Local utilization:
The die is cut into 8 by 8 equal tiles; black is low, pale yellow is high, 0 to 100% covered.
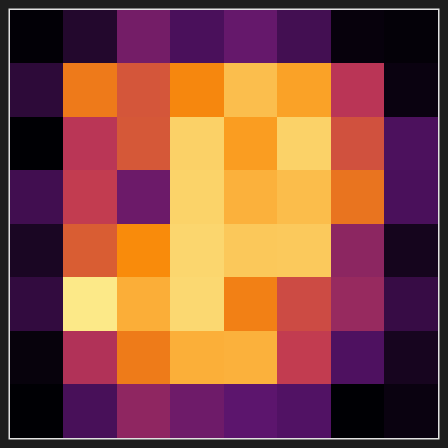
Cell classes on the final placement:
Bar = 20 um. Fill, decap, tap and diode cells in grey.
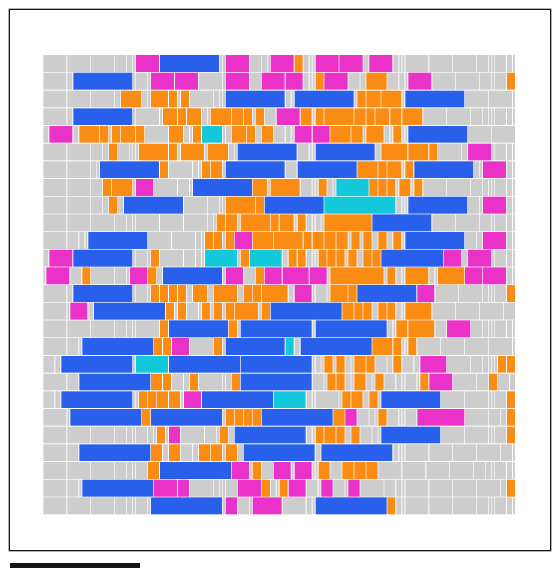
Register map, names as in the netlist:
Bar = 20 um. Other sequential cells in the stronger grey, the rest of the logic in the fainter grey.
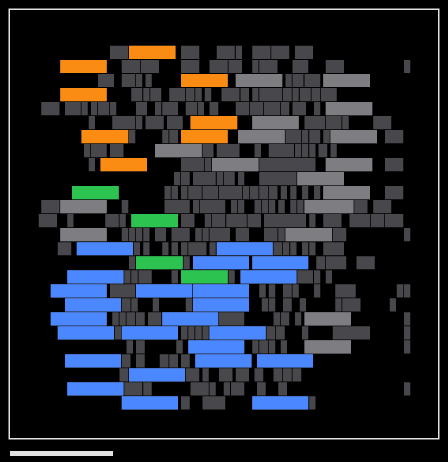
--- config.mk ---
export PLATFORM = sky130hd
export DESIGN_NAME = counter_event_monitor_flat
export DESIGN_NICKNAME = d
export VERILOG_FILES = /design/src/rtl/counter_event_monitor_if.sv /design/src/rtl/counter_event_monitor.sv /design/src/flat_wrapper.sv
export SDC_FILE = /design/constraint.sdc
export NUM_CORES = 1
export LEC_CHECK = 0
export ABC_AREA = 1
export CAP_MARGIN = 20
export CORE_MARGIN = 5
export CORE_UTILIZATION = 47
export DETAILED_ROUTE_END_ITERATION = 8
export PLACE_DENSITY = 0.81
export SYNTH_ARGS = -nofsm -noshare
export SYNTH_HDL_FRONTEND = slang
export SYNTH_SLANG_ARGS = --single-unit
--- constraint.sdc ---
create_clock -name clk -period 1.75 [get_ports clk]
set_input_delay 0.175 -clock clk [delete_from_list [all_inputs] [get_ports clk]]
set_output_delay 0.175 -clock clk [all_outputs]
set_load 0.02 [all_outputs]
--- src/rtl/counter_event_monitor_if.sv ---
// Event port between counter_event_monitor and its consumer.
// Head event is packed as {type[1:0], dir, 1'b0, value[3:0]}.
interface counter_event_monitor_if;
  logic       ev_valid;
  logic       ev_ready;
  logic [7:0] ev_data;

  modport master (
    output ev_valid,
    output ev_data,
    input  ev_ready
  );

  modport slave (
    input  ev_valid,
    input  ev_data,
    output ev_ready
  );
endinterface

--- src/rtl/counter_event_monitor.sv ---
// Watches a 4-bit up/down counter; queues wrap (and optional step) events.
// Step checking is compiled in with COUNT_MON_STEP_CHECK_EN.
module counter_event_monitor #(
  parameter int FIFO_DEPTH = 4,
  parameter int STAT_W     = 8
) (
  input  logic                         clk,
  input  logic                         rst,
  input  logic [3:0]                   count,
  input  logic                         mode,
  counter_event_monitor_if.master      ev,
  output logic [$clog2(FIFO_DEPTH):0]  fifo_level,
  output logic [STAT_W-1:0]            wrap_cnt,
  output logic [STAT_W-1:0]            err_cnt,
  output logic [STAT_W-1:0]            drop_cnt
);
  localparam int AW = $clog2(FIFO_DEPTH);
  localparam logic [AW:0] FULL = (AW+1)'(FIFO_DEPTH);
  localparam logic [AW:0] ONE  = (AW+1)'(1);
  localparam logic [STAT_W-1:0] SAT  = '1;
  localparam logic [STAT_W-1:0] SONE = STAT_W'(1);

  logic [3:0]        prev_count_q;
  logic              prev_mode_q;
  logic              prev_valid_q;
  logic [7:0]        mem_q [FIFO_DEPTH];
  logic [AW-1:0]     wptr_q, rptr_q;
  logic [AW:0]       level_q, level_d;
  logic [STAT_W-1:0] wrap_q, wrap_d;
  logic [STAT_W-1:0] drop_q, drop_d;

  logic       ovf, unf, step_err, wrap, det;
  logic       pop, push, drop, full;
  logic [1:0] ev_type;
  logic [7:0] ev_word;

  assign ovf = prev_valid_q & prev_mode_q
             & (prev_count_q == 4'hF) & (count == 4'h0);
  assign unf = prev_valid_q & ~prev_mode_q
             & (prev_count_q == 4'h0) & (count == 4'hF);
  assign wrap = ovf | unf;

`ifdef COUNT_MON_STEP_CHECK_EN
  logic [3:0]        exp_val;
  logic [STAT_W-1:0] err_q, err_d;

  assign exp_val = prev_mode_q ? prev_count_q + 4'd1
                               : prev_count_q - 4'd1;
  // A wrap always equals exp_val, so STEP never overlaps OVF/UNF.
  assign step_err = prev_valid_q & (count != exp_val);

  always_comb begin
    err_d = err_q;
    if (step_err && err_q != SAT) err_d = err_q + SONE;
  end

  always_ff @(posedge clk or posedge rst) begin
    if (rst) err_q <= '0;
    else     err_q <= err_d;
  end

  assign err_cnt = err_q;
`else
  assign step_err = 1'b0;
  assign err_cnt  = '0;
`endif

  assign det     = wrap | step_err;
  assign ev_type = step_err ? 2'b10 : (unf ? 2'b01 : 2'b00);
  assign ev_word = {ev_type, prev_mode_q, 1'b0, count};

  assign full = (level_q == FULL);
  assign pop  = ev.ev_valid & ev.ev_ready;
  assign push = det & (~full | pop);
  assign drop = det & full & ~pop;

  always_comb begin
    level_d = level_q;
    unique case ({push, pop})
      2'b10:   level_d = level_q + ONE;
      2'b01:   level_d = level_q - ONE;
      default: level_d = level_q;
    endcase
  end

  always_comb begin
    wrap_d = wrap_q;
    drop_d = drop_q;
    if (wrap && wrap_q != SAT) wrap_d = wrap_q + SONE;
    if (drop && drop_q != SAT) drop_d = drop_q + SONE;
  end

  always_ff @(posedge clk or posedge rst) begin
    if (rst) begin
      prev_count_q <= '0;
      prev_mode_q  <= 1'b0;
      prev_valid_q <= 1'b0;
      wptr_q       <= '0;
      rptr_q       <= '0;
      level_q      <= '0;
      wrap_q       <= '0;
      drop_q       <= '0;
    end else begin
      prev_count_q <= count;
      prev_mode_q  <= mode;
      prev_valid_q <= 1'b1;
      if (push) wptr_q <= wptr_q + 1'b1;
      if (pop)  rptr_q <= rptr_q + 1'b1;
      level_q      <= level_d;
      wrap_q       <= wrap_d;
      drop_q       <= drop_d;
    end
  end

  // Storage needs no reset; ev_data is masked while empty.
  always_ff @(posedge clk) begin
    if (push) mem_q[wptr_q] <= ev_word;
  end

  assign ev.ev_valid = (level_q != '0);
  assign ev.ev_data  = ev.ev_valid ? mem_q[rptr_q] : 8'h00;
  assign fifo_level  = level_q;
  assign wrap_cnt    = wrap_q;
  assign drop_cnt    = drop_q;
endmodule

--- src/flat_wrapper.sv ---
// flat-port wrapper written by rule: the top's interface ports become plain ports
module counter_event_monitor_flat 
#(
  parameter int FIFO_DEPTH = 4,
  parameter int STAT_W     = 8
)
  (clk, rst, count, mode, fifo_level, wrap_cnt, err_cnt, drop_cnt, ev_ev_valid, ev_ev_data, ev_ev_ready);
  counter_event_monitor_if ev_i ();
  input  logic clk;
  input  logic rst;
  input  logic [3:0] count;
  input  logic mode;
  output logic [$clog2(FIFO_DEPTH):0] fifo_level;
  output logic [STAT_W-1:0] wrap_cnt;
  output logic [STAT_W-1:0] err_cnt;
  output logic [STAT_W-1:0] drop_cnt;
  output wire logic [$bits(ev_i.ev_valid)-1:0] ev_ev_valid;
  output wire logic [$bits(ev_i.ev_data)-1:0] ev_ev_data;
  input wire logic [$bits(ev_i.ev_ready)-1:0] ev_ev_ready;
  assign ev_ev_valid = ev_i.ev_valid;
  assign ev_ev_data = ev_i.ev_data;
  assign ev_i.ev_ready = ev_ev_ready;
  counter_event_monitor #(.FIFO_DEPTH(FIFO_DEPTH), .STAT_W(STAT_W)) u_core (.clk(clk), .rst(rst), .count(count), .mode(mode), .ev(ev_i), .fifo_level(fifo_level), .wrap_cnt(wrap_cnt), .err_cnt(err_cnt), .drop_cnt(drop_cnt));
endmodule
==> impl_metrics.ini <==
; synthesis and place-and-route metrics
[place]
place_area_um2 = 3060
dp_hpwl_um = 3350
port_buffers = 33
pre_cts_ws_ns = -0.318
dp_cells = 374
gp_congestion = 0.779

[clocking]
cts_buffers = 5
cts_tree = done
cts.repair.resized = 17
clkLatencyLatePin_ns = 0.30
holdBufCountCts = 0
htreeDepth = 2
clk_pin_slew_ns = 0.09
clockRootBuffer = clkbuf_8
cts.sinks = 53

[power]
p_seq_mw = 1.45
power_leader = registers
power_frac_seq_pct = 39.7
p_sw_share_pct = 34.9
p_comb_share_pct = 37.8
clkPwrFrac_pct = 22.4
p_switching_mw = 1.27
power_density_nw_per_um2 = 1150
power_mw = 3.64
p_int_mw = 2.37
ir_drop_v = 0.000624
powerComb_mw = 1.38

[route]
drt_wl_total_um = 4730
first_pass_iters = 4
antenna_left = 0
vias = 1818
wl_met1_um = 1980
met3_wirelength_um = 245
viasPerCell = 4.76
drc_errors = 0
initialDrtViolationCount = 91
wl_per_cell_um = 12.4
dr_wl_met2_um = 2400

[grt]
grt.met1_usage_pct = 16.8
global_route.usage.met2_pct = 24.5
grt_max_degree = 30
antenna_found_initial = 0
grt_pass1_vias = 1774
grt_use_total_pct = 14.3
grt_pass1_wl_um = 8000
busiest_layer = met2
overflow = 0

[timing]
fin_skew_ns = 0.00589
max_freq_mhz = 587
setup_violations = 0
min_period_ns = 1.70
report.final.slew_viol_count = 0
hold_viol_final = 0
fin_ws_ns = 0.0461
whs_ns = 0.182

[logic_synthesis]
top_cell_area_share_pct = 28.9
ys_sh_xor_pct = 4.54
mux_share_pct = 0
edf_count = 24
synth_cells = 252
aoi_share_pct = 5.09
synth.most_common_cell = nand2_1
ys_seq_share_pct = 57.7
yosysTopAreaCell = dfrtp_1
avgSynthCellArea_um2 = 9.95
logic_family = simple AND/OR/NAND/NOR gates
synth_flops = 53
ys_sh_adder_pct = 3.79
yosys-stat-area_um2 = 2510
ys_cells = 252
synth_area_um2 = 2510
synthTopCellsByArea = dfrtp_1 (29%), edfxtp_1 (29%), nand2_1 (5.8%), nor2_1 (5.7%), inv_1 (4.9%)
ff_type = dfrtp_1
ys_top_cells_by_count = nand2_1 (39), nor2_1 (38), inv_1 (33), dfrtp_1 (29), edfxtp_1 (24)
async_flop_share_pct = 54.7
ys_types = 27
ys_sh_simple_pct = 20.2

[layout]
nMultiInputCombCells = 162
layout_top_cells = nand2_1 (39), nor2_1 (36), inv_1 (32)
final_util_pct = 61.6
clock_area_share_pct = 3.52
top_register = u_core.mem_q
comb_share_pct = 28.5
final.fill_count = 437
clock_buffers = 6
areaGrowthSynthToFinish_pct = 26.3
fin_area_um2 = 3170
biggestCellCategory = flip-flops and latches
multiInputGateArea_um2 = 902
flop-count = 53
stdcell_count = 382
fin_nets = 326
buffers = 56
n_antenna_cell = 0
inverters = 33

[die]
rows = 26
dieHeight_um = 83.0
chipWidth_um = 83.0
ios = 44
initCoreUtil_pct = 48.8
core_um2 = 5140
tap_cells = 70
dieArea_um2 = 6900

[setup_path]
crit_arrival_ns = 1.91
critical_path_class = in2reg
end_kind = flip-flop
cp-start-kind = primary input
reg2reg_setup_slack_ns = 0.09
path_max_fanout = 5

[flow_run]
cap_viol_max_count = 0
log.warning_count = 29

[outcome]
status = completed

[worst_hold_path]
min-delay-path-class = in2reg
-- 'local utilization' (at the start) --
25% of the tiles are over 75% full. The densest ninth of the die: middle. The fullest tile reaches 95%. The emptiest ninth of the die: bottom right. The mean over all tiles is 45%.

-- 'cell classes on the final placement' (at the start) --
flops: in blue, cells 53. combinational and other logic: in orange, cells 195. other buffers and delay cells: in magenta, cells 56. clock drivers and dummy loads: in cyan, cells 8.

-- 'register map, names as in the netlist' (at the start) --
u_core.prev_count_q: in green, flops 4. u_core.mem_q: in blue, flops 24. u_core.wrap_cnt: in orange, flops 8.
Another 17 sequential cells are not coloured.

[path summary, 6_finish.rpt]
kind / from / endpoint / cells past startpoint
max: count[3] / u_core.fifo_level[2] / 12
min reg2reg: u_core.drop_cnt[6] / u_core.drop_cnt[6] / 1
min: count[1] / u_core.prev_count_q[1] / 2
max in group asynchronous: rst / u_core.fifo_level[0] / 3
max reg2reg: u_core.prev_count_q[2] / u_core.fifo_level[2] / 12
min in group asynchronous: rst / u_core.prev_count_q[1] / 3
[worst max-delay path: stages]
cell	delay (ns)
clkdlybuf4s50_1	0.55
nand2_1	0.08
nor2_1	0.13
nand3_2	0.12
nand2_4	0.08
nor2_1	0.05
fa_2	0.33
o21bai_1	0.18
nand2_1	0.08
nand2_1	0.05
nand2_1	0.05
inv_1	0.03
